**config.mk**
```make
export PLATFORM = sky130hd
export DESIGN_NAME = audio_tone_gen
export DESIGN_NICKNAME = d
export VERILOG_FILES = /design/src/rtl/audio_tone_gen.sv
export SDC_FILE = /design/constraint.sdc
export NUM_CORES = 1
export LEC_CHECK = 0
export ABC_AREA = 1
export CAP_MARGIN = 20
export CORE_MARGIN = 4
export CORE_UTILIZATION = 35
export CTS_CLUSTER_SIZE = 12
export DETAILED_ROUTE_END_ITERATION = 10
export PLACE_DENSITY_LB_ADDON = 0.1
export RECOVER_POWER = 50
export SYNTH_ARGS = -nofsm -noshare
export SYNTH_HDL_FRONTEND = slang
export SYNTH_SLANG_ARGS = --single-unit
```
**constraint.sdc**
```tcl
create_clock -name clk_pixel -period 3.8 [get_ports clk_pixel]
set_input_delay 0.76 -clock clk_pixel [delete_from_list [all_inputs] [get_ports clk_pixel]]
set_output_delay 0.76 -clock clk_pixel [all_outputs]
set_load 0.005 [all_outputs]
```
**src/rtl/audio_tone_gen.sv**
```systemverilog
// rtl/audio_tone_gen.sv - multi-channel sample-rate tone generator; optional saturating mixer via AUDIO_TONE_MIX_EN
`timescale 1ns/1ps

module audio_tone_gen #(
    parameter int CHANNELS       = 2,
    parameter int BIT_WIDTH      = 16,
    parameter int PHASE_WIDTH    = 24,
    parameter int PIXEL_CLOCK_HZ = 74250000,
    parameter int SAMPLE_RATE    = 48000
) (
    input  logic                              clk_pixel,
    input  logic                              reset_n,
    input  logic [CHANNELS-1:0]               enable,
    input  logic [2*CHANNELS-1:0]             waveform_sel,
    input  logic [PHASE_WIDTH*CHANNELS-1:0]   phase_inc,
    input  logic [4*CHANNELS-1:0]             atten,
    output logic                              audio_tick,
    output logic                              sample_valid,
    output logic [BIT_WIDTH*CHANNELS-1:0]     samples,
    output logic [BIT_WIDTH-1:0]              mix_sample
);

    localparam int BW    = BIT_WIDTH;
    localparam int PW    = PHASE_WIDTH;
    localparam int ACC_W = $clog2(PIXEL_CLOCK_HZ) + 1;

    localparam logic [ACC_W-1:0] C_RATE = ACC_W'(SAMPLE_RATE);
    localparam logic [ACC_W-1:0] C_PCLK = ACC_W'(PIXEL_CLOCK_HZ);

    // Full-scale square levels are symmetric, so the negative level is -(2^(BW-1)-1)
    localparam logic signed [BW-1:0] C_POS_FULL = {1'b0, {(BW-1){1'b1}}};
    localparam logic signed [BW-1:0] C_NEG_FULL = {1'b1, {(BW-2){1'b0}}, 1'b1};

    logic [ACC_W-1:0] r_acc;
    logic [ACC_W-1:0] w_acc_sum;
    logic             r_valid;

`ifdef AUDIO_TONE_MIX_EN
    logic [BW*CHANNELS-1:0] w_next_bus;
`endif

    // Tick is decided from the current accumulator so it needs no extra register stage
    assign w_acc_sum  = r_acc + C_RATE;
    assign audio_tick = (w_acc_sum >= C_PCLK);

    // Fractional rate accumulator: keeps the remainder so the long-run rate is exact
    always_ff @(posedge clk_pixel or negedge reset_n) begin
        if (!reset_n) begin
            r_acc <= '0;
        end else if (audio_tick) begin
            r_acc <= w_acc_sum - C_PCLK;
        end else begin
            r_acc <= w_acc_sum;
        end
    end

    // Valid strobe trails the tick by one cycle, when the new samples are visible
    always_ff @(posedge clk_pixel or negedge reset_n) begin
        if (!reset_n) begin
            r_valid <= 1'b0;
        end else begin
            r_valid <= audio_tick;
        end
    end

    assign sample_valid = r_valid;

    for (genvar g = 0; g < CHANNELS; g++) begin : g_chan
        logic [PW-1:0]        r_phase;
        logic [PW-1:0]        w_phase_next;
        logic [BW-1:0]        w_top;
        logic [BW-1:0]        w_sub;
        logic [BW-1:0]        w_tri;
        logic [1:0]           w_sel;
        logic [3:0]           w_att;
        logic signed [BW-1:0] w_wave;
        logic signed [BW-1:0] w_shaped;
        logic signed [BW-1:0] r_sample;

        assign w_sel        = waveform_sel[2*g +: 2];
        assign w_att        = atten[4*g +: 4];
        assign w_phase_next = r_phase + phase_inc[g*PW +: PW];
        assign w_top        = w_phase_next[PW-1 -: BW];
        assign w_sub        = w_phase_next[PW-2 -: BW];
        assign w_tri        = w_phase_next[PW-1] ? ~w_sub : w_sub;

        // Waveform shaping from the advanced phase; MSB inversion converts offset-binary to signed
        always_comb begin
            w_wave = '0;
            case (w_sel)
                2'b00:   w_wave = {~w_top[BW-1], w_top[BW-2:0]};
                2'b01:   w_wave = w_phase_next[PW-1] ? C_NEG_FULL : C_POS_FULL;
                2'b10:   w_wave = {~w_tri[BW-1], w_tri[BW-2:0]};
                default: w_wave = '0;
            endcase
        end

        assign w_shaped = w_wave >>> w_att;

`ifdef AUDIO_TONE_MIX_EN
        assign w_next_bus[g*BW +: BW] = enable[g] ? w_shaped : '0;
`endif

        // Phase and sample only move on a tick; a disabled channel restarts from zero phase
        always_ff @(posedge clk_pixel or negedge reset_n) begin
            if (!reset_n) begin
                r_phase  <= '0;
                r_sample <= '0;
            end else if (audio_tick) begin
                if (enable[g]) begin
                    r_phase  <= w_phase_next;
                    r_sample <= w_shaped;
                end else begin
                    r_phase  <= '0;
                    r_sample <= '0;
                end
            end
        end

        assign samples[g*BW +: BW] = r_sample;
    end

`ifdef AUDIO_TONE_MIX_EN
    localparam int MW = BW + $clog2(CHANNELS);
    localparam logic signed [MW-1:0] C_MIX_MAX = MW'({1'b0, {(BW-1){1'b1}}});
    localparam logic signed [MW-1:0] C_MIX_MIN = {{(MW-BW+1){1'b1}}, {(BW-1){1'b0}}};

    logic signed [MW-1:0] w_mix_sum;
    logic [BW-1:0]        w_mix_sat;
    logic [BW-1:0]        r_mix;

    // Sum the samples about to be registered, widened so the sum itself cannot overflow
    always_comb begin
        w_mix_sum = '0;
        for (int i = 0; i < CHANNELS; i++) begin
            w_mix_sum = w_mix_sum + MW'($signed(w_next_bus[i*BW +: BW]));
        end
    end

    // Clamp the wide sum back into the output sample range
    always_comb begin
        w_mix_sat = w_mix_sum[BW-1:0];
        if (w_mix_sum > C_MIX_MAX) begin
            w_mix_sat = {1'b0, {(BW-1){1'b1}}};
        end else if (w_mix_sum < C_MIX_MIN) begin
            w_mix_sat = {1'b1, {(BW-1){1'b0}}};
        end
    end

    // Mix register shares the tick edge with the per-channel samples
    always_ff @(posedge clk_pixel or negedge reset_n) begin
        if (!reset_n) begin
            r_mix <= '0;
        end else if (audio_tick) begin
            r_mix <= w_mix_sat;
        end
    end

    assign mix_sample = r_mix;
`else
    assign mix_sample = '0;
`endif

endmodule
```
### Cells coloured by class, run 1

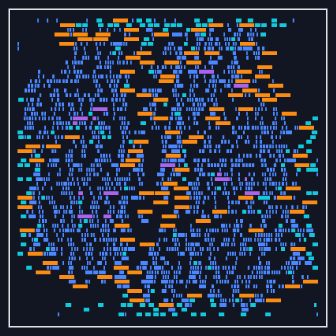
remaining buffers and delay cells -> cyan  # cells 151, share of their area 11%
remaining logic cells -> blue  # cells 1718, share of their area 65%
clock drivers and dummy loads -> purple  # cells 15, share of their area 2.3%
registers -> orange  # cells 105, share of their area 21%

### The clock network, run 1

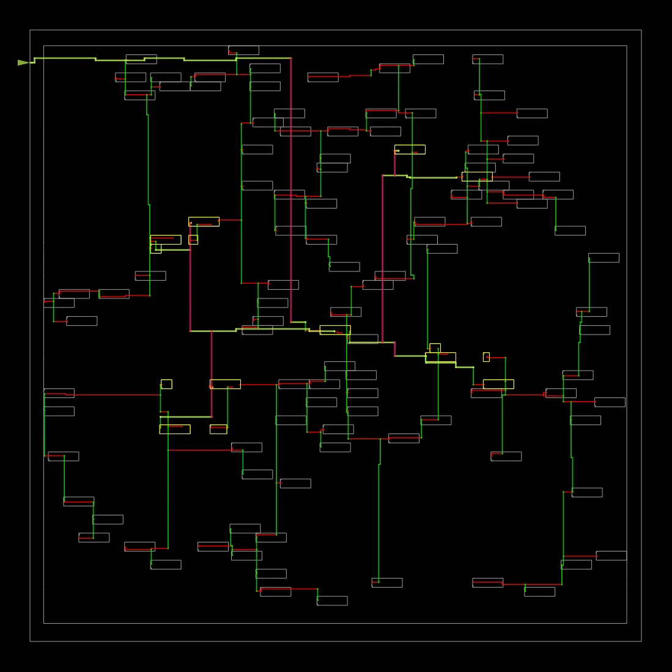
setup clock skew after layout: 12.2 ps
number of sinks driven by the clock tree: 105
clock buffer count from CTS: 9
number of clock buffer instances in the layout: 10
Insertion Delay late pin: 370 ps

### Clock wires, drivers and flops, run 1

Bar = 50 µm.
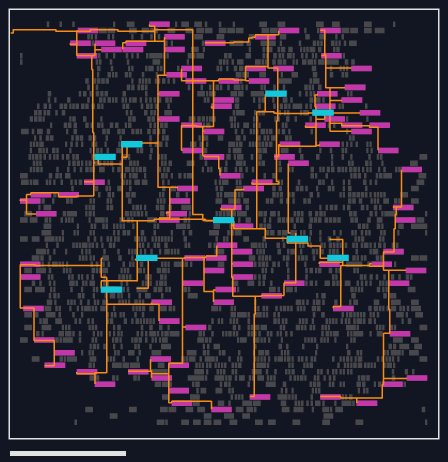
flip-flops -> magenta  # count 105
clock wires -> orange  # length 2010 µm
clock-net drivers -> cyan  # count 9
flops lie = spread over the die
routed clock nets = 10

==> impl_summary.log, run 1 <==
[flow] summary of implementation run
[metrics] critical path, cell by cell: inv_1 -> ha_2 -> inv_1 -> o21ai_2 -> buf_6 -> nand2_1 -> nand3_2 -> nand2_1 -> nand2_1 -> nand2_2 -> inv_2 -> nor2_2 -> nand2_1 -> nand2_1 -> nand2_1 -> nand2_1 -> nor2_2 -> nand3_4 -> dlymetal6s2s_1
[metrics] Cell Count Post-Placement: 2364
[metrics] area taken by multi-input logic gates: around 7000 µm²
[metrics] post-detailed-routing wire length: 34.3 mm
[metrics] register area share after synthesis: 24.2%
[metrics] Max H-tree Level: 3
[metrics] Final Hold Fails: 0
[metrics] CTS tree: done
[metrics] Worst Tran Pin Value: 1460 ps
[metrics] area share, top type: 27.7%
[metrics] share of synthesized registers carrying an async set or reset: 100%
[metrics] number of non-clock buffers in the layout: 151
[metrics] first-pass GRT wire length: 57.3 mm
[metrics] nature of the critical path endpoint: primary output
[metrics] port bufs: 97
[metrics] tap cell instance count: 396
[metrics] amount of wire on met2 after detailed routing: 16.8 mm
[metrics] top register by number of flip-flops: g_chan.r_phase
[metrics] R2R Setup Slk: between 600 and 700 ps
[metrics] nets: 2102
[metrics] Post-Synth XOR/XNOR Area: 4.00%
[metrics] routed length on met3: 1.00 mm
[metrics] fill cell instance count of the final layout: roughly 3400
[metrics] register area: around 2600 µm²
[metrics] setup slack at placement: 39.8 ps
[metrics] adder-cell share of the synthesized area: 6.24%
[metrics] unrepaired setup endpoints after global routing: no
[metrics] simple-gate share of the synthesized area: 47.6%
[metrics] filler-free cell count of the finished design: roughly 2400
[metrics] gr busiest metal: met2
[metrics] met1 usage: 26.3%
[metrics] min cycle time layout: 3370 ps
[metrics] post-layout util: 41.8%
[metrics] OpenROAD warnings: 29
[metrics] core area: 30600 µm²
[metrics] share of layout cells above drive strength 1: 6.03%
[metrics] synthesized instance count: ~1900
[metrics] top cell category: multi-input combinational cells
[metrics] result of the run: complete, no violations
[metrics] endpoint with the worst hold slack: g_chan[0].r_sample[8]$_DFFE_PN0N_
[metrics] VDD IR-drop max: between 0.15 and 0.2 mV
[metrics] combinational group share of total power: 29.4%
[metrics] multi-input combinational area share: 54.8%
[metrics] worst reg2reg path depth: 21
[metrics] x dimension of the die: 184 µm
[metrics] routability congestion estimate: 0.909
[metrics] global routing usage on met3: under 10%
[metrics] Slew HR: 2.41%
[metrics] most common logic cells in the final layout: nand2_1 (799), nand3_1 (270), inv_1 (255)
[metrics] combinational family with the most area after synthesis: simple AND/OR/NAND/NOR gates
[metrics] initial antenna violation count: 0
[metrics] fraction of power consumed by sequential logic: between 30% and 40%
[metrics] AND-OR/OR-AND share of the synthesized area: 5.66%
[metrics] flop count: around 110
[metrics] Die Ht: around 180 µm
[metrics] pin count of the biggest net entering global routing: around 55
[metrics] ys flop type: dfrtp_1
[metrics] core utilization at floorplan: 35.6%
[metrics] Placed Area: 12400 µm²
[metrics] total power after layout: about 3 mW
[metrics] area figure in the yosys stat output: 10900 µm²
[metrics] power per cell area: 231 nW/µm²
[metrics] number of ordinary inverters in the final layout: 262
[metrics] routed len/inst: 14.4 µm
[metrics] most frequently placed logic cell in the final layout: nand2_1
[metrics] number of nets still failing antenna checks after routing: 0
[metrics] total number of vias: 11600
[metrics] RR Endpoint: g_chan[0].r_sample[3]$_DFFE_PN0N_
[metrics] Sw Pwr: ~1.1 mW
[metrics] area leader, netlist: nand2_1
[metrics] max-slew violations: 0
[metrics] number of logic gates: 1456
[metrics] Antenna diodes: 0
[metrics] Chip Footprint: 34000 µm²
[metrics] top fanout value on the critical path: 3
[metrics] distinct cell type count after synthesis: roughly 40
[metrics] maximum clock frequency: around 300 MHz
[metrics] number of global-route vias before repair: 11600
[metrics] data required time at the worst endpoint: 3040 ps
[metrics] delay of the slowest cell on the worst path: 410 ps
[metrics] via/cell ratio: 4.85
[metrics] TNS Setup: 0 ps
[metrics] worst hold margin: 479 ps
[metrics] clock network fraction of design power: 32.8%
[metrics] RR Startpoint: r_acc[8]$_DFF_PN0_
[metrics] buffers plus inverters on the worst setup path: 5
[metrics] flip-flop count of the largest register, all copies and words added: 48
[metrics] worst hold path cell count: 2
[metrics] HP Start: g_chan[0].r_sample[8]$_DFFE_PN0N_
[metrics] flop share of the area: a little over 20%
[metrics] Detailed Routing Iterations Pass 1: 5
[metrics] setup violation total in the final timing report: 0
[metrics] crit-path most repeated cell: nand2_1
[metrics] Data buffer area share: a little over a tenth
[metrics] post-synthesis cell area: about 11000 µm²
[metrics] number of enable-type register cells in the synthesized netlist: 0
[metrics] cell at the slowest stage of the critical path: dfrtp_1
[metrics] area fraction in mux cells: 0%
[metrics] Layout area overhead: 17.6%
[metrics] class of the tightest hold or removal check: reg2reg
[metrics] maximum clock insertion buffer count: 2
[metrics] HPWL after detailed placement: between 20 and 30 mm
[metrics] biggest registers after layout: g_chan.r_phase (48), g_chan.r_sample (32), r_acc (24)
[metrics] violation tally from detailed-route iteration zero: between 700 and 800
[metrics] Post CTS Setup Buffer Count: 2
[metrics] largest delay contributor family on the critical path: simple AND/OR/NAND/NOR gates
[metrics] Avg Cell Area, Syn: 5.83 µm²
[metrics] highest routed metal layer: met4
[metrics] period utilization: 88.8%
[metrics] cells taking the most area after synthesis: nand2_1 (28%), dfrtp_1 (24%), nand3_1 (12%)
[metrics] number of instances resized during post-cts repair: 2
[metrics] timing startpoint of the critical path: r_acc[8]$_DFF_PN0_
[metrics] cell area after layout: 12800 µm²
[metrics] overall track demand over capacity in global routing: between 20% and 30%
[metrics] most numerous cell types in the synthesized netlist: nand2_1 (803), nand3_1 (271), inv_1 (257)
[metrics] Seq cells post-synth: 105
[metrics] met2 layer usage reported by global route: 37.3%
[metrics] total grt overflow: 0
[metrics] CTS hold repair buffers: 0
[metrics] startpoint types: flop
[metrics] Leak: between 6 and 7 nW
[metrics] number of placement rows: 64
[metrics] path type of the worst setup path: reg2out
[metrics] crit path setup slack, layout: 425 ps
[metrics] Arr. time, crit path: 2610 ps
[metrics] Sw Share: 35.6%
-- run 1: power groups by stage --
stage	Clock [mW]	Combinational (mW)	Sequential (mW)
after floorplan	0	0.588	1.14
after global placement	0	0.874	1.14
after detailed placement	0	0.874	1.14
after CTS	1.00	0.879	1.12
after global routing	1.04	1.01	1.12
final	0.971	0.869	1.12
-- run 1: worst max path at each step --
stage                                         to  cells after the start
2_1_floorplan                         audio_tick                     17
3_3_place_gp   g_chan[0].r_sample[3]$_DFFE_PN0N_                     21
3_5_place_dp   g_chan[0].r_sample[3]$_DFFE_PN0N_                     21
4_1_cts                               audio_tick                     13
5_1_grt        g_chan[0].r_sample[3]$_DFFE_PN0N_                     21
6_report                              audio_tick                     19
### Signal wires on met4, run 1

Cells faint in the background.
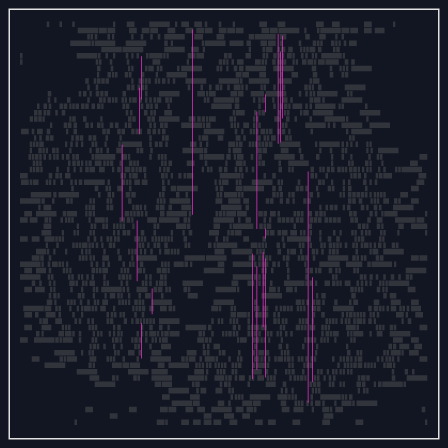

==> inputs of run 2 (changes only) <==
Settings changed: CORE_UTILIZATION 35 to 42, DONT_BUFFER_PORTS set to 1.
### Signal wires on met4, run 2

Cells faint in the background.
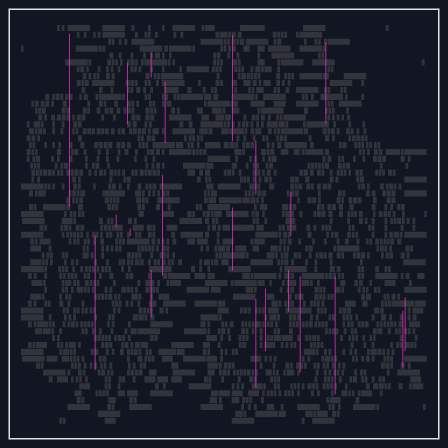
wire length on this layer = 581 µm
longest straight run = 68.0 µm
share of all routed wire = 1.8%

==> run 2 against run 1 <==
Register-to-register slack worse by 50 ps. Final cell count down 8.6%. Critical path type unchanged. Combinational power down 18%. Maximum frequency shrank 4.4%. Critical path depth decreased by 7. Die size fell by 16%. Core utilization rose by 3.2 points. First-iteration DRC count up 15%. Synthesized cell count unchanged. Largest cell class unchanged. Via count fell by 4.1%. Largest power group unchanged. Total power fell by 5.4%. Sequential power is essentially flat.
==> impl_summary.log, run 2 <==
[flow] summary of implementation run
[metrics] result of the run: complete, no violations
[metrics] tap cell instance count: between 300 and 400
[metrics] critical path, cell by cell: inv_2 -> ha_1 -> inv_1 -> o21ai_2 -> nand2_1 -> nand2_2 -> o21ai_4 -> xor2_4 -> nand4_1 -> nor2_1 -> nand3_1 -> nand3_4
[metrics] Final Hold Fails: 0
[metrics] Max H-tree Level: 3
[metrics] Arr. time, crit path: 2770 ps
[metrics] flop share of the area: 23.1%
[metrics] routability congestion estimate: 0.895
[metrics] maximum clock insertion buffer count: 2
[metrics] most common logic cells in the final layout: nand2_1 (803), nand3_1 (270), inv_1 (256)
[metrics] overall track demand over capacity in global routing: 22.6%
[metrics] number of sinks driven by the clock tree: 105
[metrics] path type of the worst setup path: reg2out
[metrics] top register by number of flip-flops: g_chan.r_phase
[metrics] ys flop type: dfrtp_1
[metrics] Post CTS Setup Buffer Count: 0
[metrics] Die Ht: 169 µm
[metrics] data required time at the worst endpoint: 3040 ps
[metrics] number of enable-type register cells in the synthesized netlist: 0
[metrics] buffers plus inverters on the worst setup path: 2
[metrics] violation tally from detailed-route iteration zero: 847
[metrics] area taken by multi-input logic gates: 7000 µm²
[metrics] Slew HR: between 30% and 40%
[metrics] max-slew violations: 0
[metrics] post-layout util: 45.0%
[metrics] biggest registers after layout: g_chan.r_phase (48), g_chan.r_sample (32), r_acc (24)
[metrics] area leader, netlist: nand2_1
[metrics] CTS hold repair buffers: 0
[metrics] area figure in the yosys stat output: 10900 µm²
[metrics] initial antenna violation count: 2
[metrics] Chip Footprint: 28500 µm²
[metrics] number of non-clock buffers in the layout: 9
[metrics] highest routed metal layer: met5
[metrics] multi-input combinational area share: 61.4%
[metrics] delay of the slowest cell on the worst path: 400 ps
[metrics] gr busiest metal: met2
[metrics] worst reg2reg path depth: 16
[metrics] unrepaired setup endpoints after global routing: no
[metrics] Layout area overhead: 4.74%
[metrics] largest delay contributor family on the critical path: simple AND/OR/NAND/NOR gates
[metrics] HPWL after detailed placement: roughly 25 mm
[metrics] total number of vias: roughly 11000
[metrics] flip-flop count of the largest register, all copies and words added: 48
[metrics] Worst Tran Pin Value: 1010 ps
[metrics] number of nets still failing antenna checks after routing: 0
[metrics] period utilization: 92.9%
[metrics] most frequently placed logic cell in the final layout: nand2_1
[metrics] most numerous cell types in the synthesized netlist: nand2_1 (803), nand3_1 (271), inv_1 (257)
[metrics] OpenROAD warnings: 31
[metrics] flop count: about 110
[metrics] area share, top type: 27.7%
[metrics] Seq cells post-synth: 105
[metrics] port bufs: 0
[metrics] crit path setup slack, layout: 268 ps
[metrics] clock buffer count from CTS: 9
[metrics] class of the tightest hold or removal check: in2async
[metrics] top fanout value on the critical path: 6
[metrics] distinct cell type count after synthesis: 40
[metrics] routed len/inst: 14.7 µm
[metrics] CTS tree: done
[metrics] Data buffer area share: 0.703%
[metrics] amount of wire on met2 after detailed routing: 16.0 mm
[metrics] area fraction in mux cells: 0%
[metrics] x dimension of the die: about 170 µm
[metrics] number of placement rows: just under 60
[metrics] Leak: ~6.4 nW
[metrics] met2 layer usage reported by global route: around two fifths
[metrics] post-synthesis cell area: 10900 µm²
[metrics] post-detailed-routing wire length: between 30 and 40 mm
[metrics] register area: between 2000 and 3000 µm²
[metrics] setup clock skew after layout: around 9.4 ps
[metrics] adder-cell share of the synthesized area: approximately 6.2%
[metrics] cell area after layout: roughly 11000 µm²
[metrics] core utilization at floorplan: 42.9%
[metrics] setup slack at placement: 309 ps
[metrics] top cell category: multi-input combinational cells
[metrics] Detailed Routing Iterations Pass 1: 5
[metrics] maximum clock frequency: 283 MHz
[metrics] met1 usage: 28.6%
[metrics] cells taking the most area after synthesis: nand2_1 (28%), dfrtp_1 (24%), nand3_1 (12%)
[metrics] Insertion Delay late pin: 360 ps
[metrics] total power after layout: 2.80 mW
[metrics] via/cell ratio: 5.10
[metrics] filler-free cell count of the finished design: 2179
[metrics] VDD IR-drop max: 0.138 mV
[metrics] min cycle time layout: between 3000 and 4000 ps
[metrics] core area: 25300 µm²
[metrics] Avg Cell Area, Syn: 5.83 µm²
[metrics] R2R Setup Slk: 570 ps
[metrics] share of synthesized registers carrying an async set or reset: 100%
[run 2: worst min-delay path by stage]
stage	start	end	slack [ps]	depth (start not counted)
3_3_place_gp	reset_n	g_chan[1].r_phase[20]$_DFFE_PN0N_	470	0
3_5_place_dp	reset_n	g_chan[1].r_phase[16]$_DFFE_PN0N_	470	0
6_report	reset_n	g_chan[1].r_phase[16]$_DFFE_PN0N_	80	0
2_1_floorplan	reset_n	g_chan[0].r_phase[0]$_DFFE_PN0N_	460	0
4_1_cts	reset_n	g_chan[1].r_phase[16]$_DFFE_PN0N_	70	0
5_1_grt	reset_n	g_chan[1].r_phase[16]$_DFFE_PN0N_	70	0
[run 2: power breakdown]
group	internal [mW]	switching (mW)
combinational	0.231	0.485
sequential	1.12	0
clock	0.473	0.491
total	1.82	0.976
Power and IR drop assume default switching activity.
